File: src/rtl/smm_sched_pkg.sv
// smm_sched_pkg: shared types and constants for the SMM job scheduler.
//   - beat kind encodings carried on req_kind
//   - scheduler FSM state enum
//   - entry / result field widths
//   - onehot2(): per-requester one-hot from a 1-bit index
package smm_sched_pkg;

    localparam int ROW_W     = 5;
    localparam int VAL_W     = 4;
    localparam int OUT_VAL_W = 9;

    typedef enum logic [1:0] {
        KIND_SIZE = 2'd0,
        KIND_A    = 2'd1,
        KIND_B    = 2'd2,
        KIND_RSV  = 2'd3
    } kind_e;

    typedef enum logic [1:0] {
        ST_IDLE = 2'd0,
        ST_LOAD = 2'd1,
        ST_WAIT = 2'd2
    } state_e;

    function automatic logic [1:0] onehot2(input logic idx);
        return idx ? 2'b10 : 2'b01;
    endfunction

endpackage

File: src/rtl/smm_sched_if.sv
// smm_sched_if: all non-clock signals of the scheduler.
//   req_*     : two requester beat streams (index = requester)
//   smm_in_*  : size / A / B beats replayed to the SMM
//   smm_out_* : SMM result stream
//   rsp_*     : results routed back, rsp_done job-complete pulse
//   err, busy, owner : status
// master = requester/SMM side, slave = scheduler.
interface smm_sched_if;
    import smm_sched_pkg::*;

    logic [1:0]                 req_valid;
    logic [1:0]                 req_ready;
    logic [1:0][1:0]            req_kind;
    logic [1:0]                 req_last;
    logic [1:0]                 req_size;
    logic [1:0][ROW_W-1:0]      req_row;
    logic [1:0][ROW_W-1:0]      req_col;
    logic [1:0][VAL_W-1:0]      req_val;

    logic                       smm_in_valid_size;
    logic                       smm_in_size;
    logic                       smm_in_valid_a;
    logic [ROW_W-1:0]           smm_in_row_a;
    logic [ROW_W-1:0]           smm_in_col_a;
    logic [VAL_W-1:0]           smm_in_val_a;
    logic                       smm_in_valid_b;
    logic [ROW_W-1:0]           smm_in_row_b;
    logic [ROW_W-1:0]           smm_in_col_b;
    logic [VAL_W-1:0]           smm_in_val_b;

    logic                       smm_out_valid;
    logic [ROW_W-1:0]           smm_out_row;
    logic [ROW_W-1:0]           smm_out_col;
    logic [OUT_VAL_W-1:0]       smm_out_val;

    logic [1:0]                 rsp_valid;
    logic [ROW_W-1:0]           rsp_row;
    logic [ROW_W-1:0]           rsp_col;
    logic [OUT_VAL_W-1:0]       rsp_val;
    logic [1:0]                 rsp_done;
    logic [1:0]                 err;
    logic                       busy;
    logic                       owner;

    modport master (
        output req_valid, req_kind, req_last, req_size, req_row, req_col, req_val,
        output smm_out_valid, smm_out_row, smm_out_col, smm_out_val,
        input  req_ready,
        input  smm_in_valid_size, smm_in_size,
        input  smm_in_valid_a, smm_in_row_a, smm_in_col_a, smm_in_val_a,
        input  smm_in_valid_b, smm_in_row_b, smm_in_col_b, smm_in_val_b,
        input  rsp_valid, rsp_row, rsp_col, rsp_val, rsp_done, err, busy, owner
    );

    modport slave (
        input  req_valid, req_kind, req_last, req_size, req_row, req_col, req_val,
        input  smm_out_valid, smm_out_row, smm_out_col, smm_out_val,
        output req_ready,
        output smm_in_valid_size, smm_in_size,
        output smm_in_valid_a, smm_in_row_a, smm_in_col_a, smm_in_val_a,
        output smm_in_valid_b, smm_in_row_b, smm_in_col_b, smm_in_val_b,
        output rsp_valid, rsp_row, rsp_col, rsp_val, rsp_done, err, busy, owner
    );

endinterface

File: src/rtl/smm_rr_arb2.sv
// smm_rr_arb2: 2-way round-robin arbiter, purely combinational.
//   req[1:0] : requests
//   rr       : index that has priority when both request
//   gnt[1:0] : one-hot grant (zero when nobody requests)
//   win      : winner index (only meaningful when gnt != 0)
module smm_rr_arb2 (
    input  logic [1:0] req,
    input  logic       rr,
    output logic [1:0] gnt,
    output logic       win
);
    assign win = req[rr] ? rr : ~rr;
    assign gnt = req & (win ? 2'b10 : 2'b01);
endmodule

File: src/rtl/smm_sched.sv
// smm_sched: job scheduler for the sparse matrix multiplier.
//   clk, rst : clock, asynchronous active-high reset
//   bus      : smm_sched_if.slave (requester beats, SMM in/out, responses, status)
// One job at a time: IDLE arbitrates a SIZE beat, LOAD replays A/B beats of the
// owner to the SMM, WAIT routes results back and ends on the first gap after a
// result or on timeout with no result at all. SMM and rsp outputs are registered.
module smm_sched
    import smm_sched_pkg::*;
#(
    parameter int TIMEOUT = 4096,
    parameter int TCNT_W  = 13
) (
    input  logic        clk,
    input  logic        rst,
    smm_sched_if.slave  bus
);
    localparam logic [TCNT_W-1:0] TLAST = TCNT_W'(TIMEOUT - 1);

    state_e            state, state_nx;
    logic              rr, owner, seen_b, got;
    logic [TCNT_W-1:0] tcnt;
    logic [1:0]        gnt, rdy, err_nx;
    logic              win, sel, hs, done;
    logic              size_nx, a_nx, b_nx;
    kind_e             kind;

    smm_rr_arb2 u_arb (.req(bus.req_valid), .rr(rr), .gnt(gnt), .win(win));

    // Requester whose beat is being looked at this cycle.
    assign sel  = (state == ST_IDLE) ? win : owner;
    assign kind = kind_e'(bus.req_kind[sel]);

    assign bus.req_ready = rdy;
    assign bus.busy      = (state != ST_IDLE);
    assign bus.owner     = owner;

    // State register plus job bookkeeping.
    always_ff @(posedge clk or posedge rst) begin
        if (rst) begin
            state  <= ST_IDLE;
            rr     <= 1'b0;
            owner  <= 1'b0;
            seen_b <= 1'b0;
            got    <= 1'b0;
            tcnt   <= '0;
        end else begin
            state <= state_nx;
            if (state == ST_IDLE && hs) begin
                if (kind == KIND_SIZE) begin
                    owner  <= win;
                    seen_b <= 1'b0;
                end else begin
                    rr <= ~win;
                end
            end
            if (b_nx) seen_b <= 1'b1;
            if (state == ST_LOAD && state_nx == ST_WAIT) begin
                tcnt <= '0;
                got  <= 1'b0;
            end
            if (state == ST_WAIT) begin
                if (tcnt != TLAST) tcnt <= tcnt + 1'b1;
                if (bus.smm_out_valid) got <= 1'b1;
            end
            if (done) rr <= ~owner;
        end
    end

    // Next state.
    always_comb begin
        state_nx = state;
        done     = 1'b0;
        case (state)
            ST_IDLE: if (hs && kind == KIND_SIZE) state_nx = ST_LOAD;
            ST_LOAD: if (hs && kind == KIND_B && bus.req_last[owner]) state_nx = ST_WAIT;
            ST_WAIT: begin
                // A result beat at the timeout edge still counts as a result.
                done = !bus.smm_out_valid && (got || tcnt == TLAST);
                if (done) state_nx = ST_IDLE;
            end
            default: state_nx = ST_IDLE;
        endcase
    end

    // Ready, handshake and next values of the registered pulses.
    always_comb begin
        rdy     = '0;
        err_nx  = '0;
        size_nx = 1'b0;
        a_nx    = 1'b0;
        b_nx    = 1'b0;
        case (state)
            ST_IDLE: rdy = gnt;
            ST_LOAD: rdy[owner] = 1'b1;
            default: ;
        endcase
        if (rst) rdy = '0;
        hs = bus.req_valid[sel] & rdy[sel];
        if (hs) begin
            case (state)
                ST_IDLE: begin
                    if (kind == KIND_SIZE) size_nx = 1'b1;
                    else                   err_nx[sel] = 1'b1;
                end
                ST_LOAD: begin
                    if (kind == KIND_A && !seen_b) a_nx = 1'b1;
                    else if (kind == KIND_B)       b_nx = 1'b1;
                    else                           err_nx[sel] = 1'b1;
                end
                default: ;
            endcase
        end
    end

    // Registered SMM-side and response outputs.
    always_ff @(posedge clk or posedge rst) begin
        if (rst) begin
            bus.smm_in_valid_size <= 1'b0;
            bus.smm_in_size       <= 1'b0;
            bus.smm_in_valid_a    <= 1'b0;
            bus.smm_in_row_a      <= '0;
            bus.smm_in_col_a      <= '0;
            bus.smm_in_val_a      <= '0;
            bus.smm_in_valid_b    <= 1'b0;
            bus.smm_in_row_b      <= '0;
            bus.smm_in_col_b      <= '0;
            bus.smm_in_val_b      <= '0;
            bus.rsp_valid         <= '0;
            bus.rsp_row           <= '0;
            bus.rsp_col           <= '0;
            bus.rsp_val           <= '0;
            bus.rsp_done          <= '0;
            bus.err               <= '0;
        end else begin
            bus.smm_in_valid_size <= size_nx;
            bus.smm_in_valid_a    <= a_nx;
            bus.smm_in_valid_b    <= b_nx;
            if (size_nx) bus.smm_in_size <= bus.req_size[sel];
            if (a_nx) begin
                bus.smm_in_row_a <= bus.req_row[sel];
                bus.smm_in_col_a <= bus.req_col[sel];
                bus.smm_in_val_a <= bus.req_val[sel];
            end
            if (b_nx) begin
                bus.smm_in_row_b <= bus.req_row[sel];
                bus.smm_in_col_b <= bus.req_col[sel];
                bus.smm_in_val_b <= bus.req_val[sel];
            end
            bus.rsp_valid <= (state == ST_WAIT && bus.smm_out_valid) ? onehot2(owner) : 2'b00;
            if (state == ST_WAIT && bus.smm_out_valid) begin
                bus.rsp_row <= bus.smm_out_row;
                bus.rsp_col <= bus.smm_out_col;
                bus.rsp_val <= bus.smm_out_val;
            end
            bus.rsp_done <= done ? onehot2(owner) : 2'b00;
            bus.err      <= err_nx;
        end
    end

endmodule

File: src/flat_wrapper.sv
// flat-port wrapper written by rule: the top's interface ports become plain ports
module smm_sched_flat import smm_sched_pkg::*;
#(
    parameter int TIMEOUT = 4096,
    parameter int TCNT_W  = 13
)
  (clk, rst, bus_req_valid, bus_req_kind, bus_req_last, bus_req_size, bus_req_row, bus_req_col, bus_req_val, bus_smm_out_valid, bus_smm_out_row, bus_smm_out_col, bus_smm_out_val, bus_req_ready, bus_smm_in_valid_size, bus_smm_in_size, bus_smm_in_valid_a, bus_smm_in_row_a, bus_smm_in_col_a, bus_smm_in_val_a, bus_smm_in_valid_b, bus_smm_in_row_b, bus_smm_in_col_b, bus_smm_in_val_b, bus_rsp_valid, bus_rsp_row, bus_rsp_col, bus_rsp_val, bus_rsp_done, bus_err, bus_busy, bus_owner);
  smm_sched_if bus_i ();
  input  logic clk;
  input  logic rst;
  input wire logic [$bits(bus_i.req_valid)-1:0] bus_req_valid;
  input wire logic [$bits(bus_i.req_kind)-1:0] bus_req_kind;
  input wire logic [$bits(bus_i.req_last)-1:0] bus_req_last;
  input wire logic [$bits(bus_i.req_size)-1:0] bus_req_size;
  input wire logic [$bits(bus_i.req_row)-1:0] bus_req_row;
  input wire logic [$bits(bus_i.req_col)-1:0] bus_req_col;
  input wire logic [$bits(bus_i.req_val)-1:0] bus_req_val;
  input wire logic [$bits(bus_i.smm_out_valid)-1:0] bus_smm_out_valid;
  input wire logic [$bits(bus_i.smm_out_row)-1:0] bus_smm_out_row;
  input wire logic [$bits(bus_i.smm_out_col)-1:0] bus_smm_out_col;
  input wire logic [$bits(bus_i.smm_out_val)-1:0] bus_smm_out_val;
  output wire logic [$bits(bus_i.req_ready)-1:0] bus_req_ready;
  output wire logic [$bits(bus_i.smm_in_valid_size)-1:0] bus_smm_in_valid_size;
  output wire logic [$bits(bus_i.smm_in_size)-1:0] bus_smm_in_size;
  output wire logic [$bits(bus_i.smm_in_valid_a)-1:0] bus_smm_in_valid_a;
  output wire logic [$bits(bus_i.smm_in_row_a)-1:0] bus_smm_in_row_a;
  output wire logic [$bits(bus_i.smm_in_col_a)-1:0] bus_smm_in_col_a;
  output wire logic [$bits(bus_i.smm_in_val_a)-1:0] bus_smm_in_val_a;
  output wire logic [$bits(bus_i.smm_in_valid_b)-1:0] bus_smm_in_valid_b;
  output wire logic [$bits(bus_i.smm_in_row_b)-1:0] bus_smm_in_row_b;
  output wire logic [$bits(bus_i.smm_in_col_b)-1:0] bus_smm_in_col_b;
  output wire logic [$bits(bus_i.smm_in_val_b)-1:0] bus_smm_in_val_b;
  output wire logic [$bits(bus_i.rsp_valid)-1:0] bus_rsp_valid;
  output wire logic [$bits(bus_i.rsp_row)-1:0] bus_rsp_row;
  output wire logic [$bits(bus_i.rsp_col)-1:0] bus_rsp_col;
  output wire logic [$bits(bus_i.rsp_val)-1:0] bus_rsp_val;
  output wire logic [$bits(bus_i.rsp_done)-1:0] bus_rsp_done;
  output wire logic [$bits(bus_i.err)-1:0] bus_err;
  output wire logic [$bits(bus_i.busy)-1:0] bus_busy;
  output wire logic [$bits(bus_i.owner)-1:0] bus_owner;
  assign bus_i.req_valid = bus_req_valid;
  assign bus_i.req_kind = bus_req_kind;
  assign bus_i.req_last = bus_req_last;
  assign bus_i.req_size = bus_req_size;
  assign bus_i.req_row = bus_req_row;
  assign bus_i.req_col = bus_req_col;
  assign bus_i.req_val = bus_req_val;
  assign bus_i.smm_out_valid = bus_smm_out_valid;
  assign bus_i.smm_out_row = bus_smm_out_row;
  assign bus_i.smm_out_col = bus_smm_out_col;
  assign bus_i.smm_out_val = bus_smm_out_val;
  assign bus_req_ready = bus_i.req_ready;
  assign bus_smm_in_valid_size = bus_i.smm_in_valid_size;
  assign bus_smm_in_size = bus_i.smm_in_size;
  assign bus_smm_in_valid_a = bus_i.smm_in_valid_a;
  assign bus_smm_in_row_a = bus_i.smm_in_row_a;
  assign bus_smm_in_col_a = bus_i.smm_in_col_a;
  assign bus_smm_in_val_a = bus_i.smm_in_val_a;
  assign bus_smm_in_valid_b = bus_i.smm_in_valid_b;
  assign bus_smm_in_row_b = bus_i.smm_in_row_b;
  assign bus_smm_in_col_b = bus_i.smm_in_col_b;
  assign bus_smm_in_val_b = bus_i.smm_in_val_b;
  assign bus_rsp_valid = bus_i.rsp_valid;
  assign bus_rsp_row = bus_i.rsp_row;
  assign bus_rsp_col = bus_i.rsp_col;
  assign bus_rsp_val = bus_i.rsp_val;
  assign bus_rsp_done = bus_i.rsp_done;
  assign bus_err = bus_i.err;
  assign bus_busy = bus_i.busy;
  assign bus_owner = bus_i.owner;
  smm_sched #(.TIMEOUT(TIMEOUT), .TCNT_W(TCNT_W)) u_core (.clk(clk), .rst(rst), .bus(bus_i));
endmodule
File: config.mk
export PLATFORM = sky130hd
export DESIGN_NAME = smm_sched_flat
export DESIGN_NICKNAME = d
export VERILOG_FILES = /design/src/rtl/smm_sched_pkg.sv /design/src/rtl/smm_sched_if.sv /design/src/rtl/smm_rr_arb2.sv /design/src/rtl/smm_sched.sv /design/src/flat_wrapper.sv
export SDC_FILE = /design/constraint.sdc
export NUM_CORES = 1
export LEC_CHECK = 0
export CORE_MARGIN = 8
export CORE_UTILIZATION = 40
export CTS_CLUSTER_SIZE = 28
export DETAILED_ROUTE_END_ITERATION = 10
export HOLD_SLACK_MARGIN = 0.1
export PLACE_DENSITY = 0.72
export SETUP_SLACK_MARGIN = 0.15
export SYNTH_ARGS = -nofsm -noshare
export SYNTH_HDL_FRONTEND = slang
export SYNTH_SLANG_ARGS = --single-unit
File: constraint.sdc
create_clock -name clk -period 4.69 [get_ports clk]
set_input_delay 0.469 -clock clk [delete_from_list [all_inputs] [get_ports clk]]
set_output_delay 0.469 -clock clk [all_outputs]
set_load 0.01 [all_outputs]
==> impl_metrics.yaml <==
# synthesis and place-and-route metrics
finish:
  diodes: 0
  synthToLayoutAreaGrowth_pct: 45.5
  drive_gt1_share_pct: 10.6
  fillers: 707
global_route:
  grt_overflow: 0
  antenna_found_initial: 0
  grt_start_max_net_pins: 77
  grt_pass1_vias: 2948
pwr:
  finalPower_mw: 3.07
  clockPowerShare_pct: 21.7
  net-switching-power_mw: 1.02
  p_seq_share_pct: 36.9
placement:
  io_buffers: 120
  gp_congestion: 0.862
  placed_area_um2: 4740
yosys:
  mux_share_pct: 12.8
  synth_cell_types: 45
  syn_avg_cell_area_um2: 10.7
  syn_area_um2: 3440
  netlist_logic_family_top: "AND-OR/OR-AND gates"
  syn_inst: 321
  ys_seq_share_pct: 55.2
  ys_chip_area_um2: 3440
sta:
  relSlewSlack_pct: 33.7
  fin_crit_ns: 3.09
  rsz0062_at_grt: "false"
  setup-tns-final_ns: 0
  slew_violations: 0
  setup_ws_ns: 1.60
  setup_viol: 0
  worst_slew_pin_slew_ns: 0.995
setup_path:
  arrival_ns: 3.35
  crit_path_end_kind: "flop"
outcome:
  status: "finished clean"
cts:
  post_cts_buffers: 0
  cts-hold-fix-buffers: 0
  tritoncts: "built"
  clk_latency_ns: 0.35
min_path:
  min_path_type: "reg -> reg"
floorplanning:
  core_util_floorplan_pct: 40.3
  rows: 34
  die_w_um: 109
routing:
  drt_iter0_drc: 144
flow_run:
  drv_cap: 0
-- cells in the mapped netlist, types with 2 or more instances --
library cell / number
a21oi_1: 5
a311o_1: 2
and2_1: 4
and3_1: 2
and4_1: 2
buf_1: 2
buf_2: 5
buf_4: 2
clkbuf_1: 6
dfrtp_1: 76
inv_1: 14
mux2_1: 2
mux2_2: 22
mux2i_1: 17
nand2_1: 26
nand2b_1: 4
nand3_1: 11
nand4_1: 7
nor2_1: 23
nor2_2: 2
nor2b_1: 6
o2111ai_1: 2
o211ai_1: 3
o21ai_0: 27
o21ai_1: 14
o22ai_1: 3
o31ai_1: 13
or3_1: 2
-- power by group through the flow --
stage / Clock (mW) / Sequential (mW) / Combinational, mW
4_1_cts: 0.684 / 1.13 / 1.29
2_1_floorplan: 0 / 1.19 / 0.582
5_1_grt: 0.708 / 1.17 / 1.39
6_report: 0.668 / 1.13 / 1.27
3_5_place_dp: 0 / 1.14 / 1.29
3_3_place_gp: 0 / 1.13 / 1.26
-- per-layer routing --
layer / GRT usage (%) / part of all wire (%)
met4: 5.77 / 1.4
met5: 0 / 0
met1: 20.1 / 44
met2: 24.6 / 47
met3: 4.73 / 7.2
-- worst max-delay path: stages --
cell,delay [ns]
clkdlybuf4s50_1,0.56
nand2b_1,0.22
a31oi_4,0.71
mux2i_4,0.86
o21ai_2,0.28
o221ai_1,0.23
-- area by class of cell --
cell class              instances  area share, %
clock buffers                  10           2.75
clock inverters                 6           2.70
inverters                      14           1.07
multi-input cells             216           28.6
flip-flops and latches         76           37.9
well taps                     108           2.70
repair buffers                122           24.3
-- path summary, 6_finish.rpt --
kind / from / endpoint / slack [ns] / cells after the start
worst max-delay path: bus_req_valid[0] / u_core.tcnt[7] / 1.60 / 6
worst min-delay path: u_core.bus.smm_in_val_a[2] / u_core.bus.smm_in_val_a[2] / 0.49 / 2
worst max register to register: u_core.state[0] / u_core.tcnt[7] / 1.73 / 5
worst min register to register: u_core.bus.smm_in_val_a[2] / u_core.bus.smm_in_val_a[2] / 0.49 / 2
max in group asynchronous: rst / u_core.tcnt[9] / 3.26 / 3
min in group asynchronous: rst / u_core.tcnt[12] / 0.76 / 3
-- registers in the layout, summed over array words and instances, names as in the netlist --
| register | cells |
|---|---|
| u_core.seen_b | 1 |
| u_core.bus.smm_in_valid_size | 1 |
| u_core.bus.smm_in_row_a | 5 |
| u_core.bus.err | 2 |
| u_core.bus.smm_in_col_a | 5 |
| u_core.tcnt | 13 |
| u_core.bus.smm_in_size | 1 |
| u_core.bus.rsp_done | 2 |
| u_core.state | 2 |
| u_core.bus.smm_in_val_a | 4 |
| u_core.bus.rsp_valid | 2 |
| u_core.bus.owner | 1 |
| u_core.bus.rsp_val | 9 |
| u_core.rr | 1 |
| u_core.bus.rsp_row | 5 |
| u_core.bus.smm_in_col_b | 5 |
| u_core.bus.smm_in_val_b | 4 |
| u_core.bus.smm_in_valid_a | 1 |
| u_core.got | 1 |
| u_core.bus.smm_in_valid_b | 1 |
| u_core.bus.rsp_col | 5 |
| u_core.bus.smm_in_row_b | 5 |
==> images/zoom.png <==
Window x 69 to 94, y 69 to 94 um. Cells in gray, sequential cells in the stronger gray; small squares are vias.
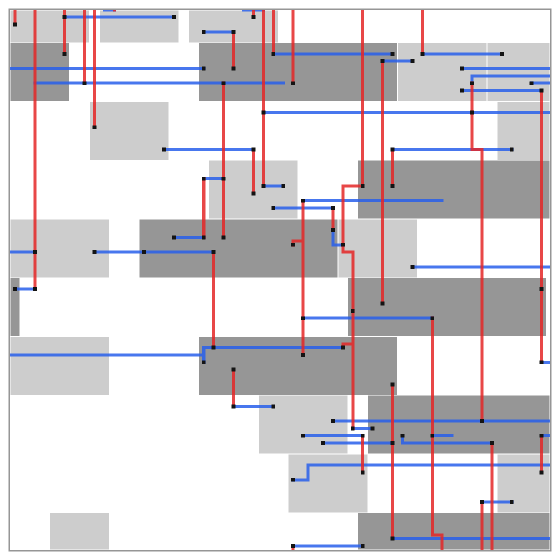
Blue marks met1. Red marks met2.
22 logic cells have their middle in the window. Sequential cells in the window: 7. Netlist names of flops here include `u_core.bus.rsp_val` (6), `u_core.bus.rsp_col` (1). Most frequent: mux2_2 (8), dfrtp_1 (7), clkdlybuf4s50_1 (4).

==> images/gate_families.png <==
Scale: 2 px per um.
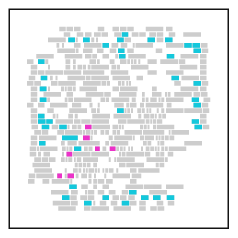
Magenta marks AND-OR and OR-AND gates, cells 7. Cyan marks multiplexers, cells 41, where all over the die.

==> images/final_congestion.png <==
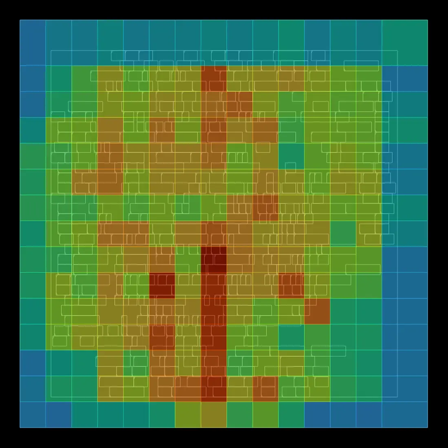
post-layout util: 58.6%
GR Util met1: 20.1%
mean routed wirelength per cell: 16.4 um
GR Util met3: 4.73%
GRT Total Usage: 15.7%

==> images/met1.png <==
Scale: 2 px per um.
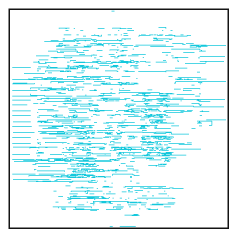
The wires run mostly horizontal. The longest straight run is 29.0 um.

Power figures rest on the tool's default switching activity, not on a simulated workload.
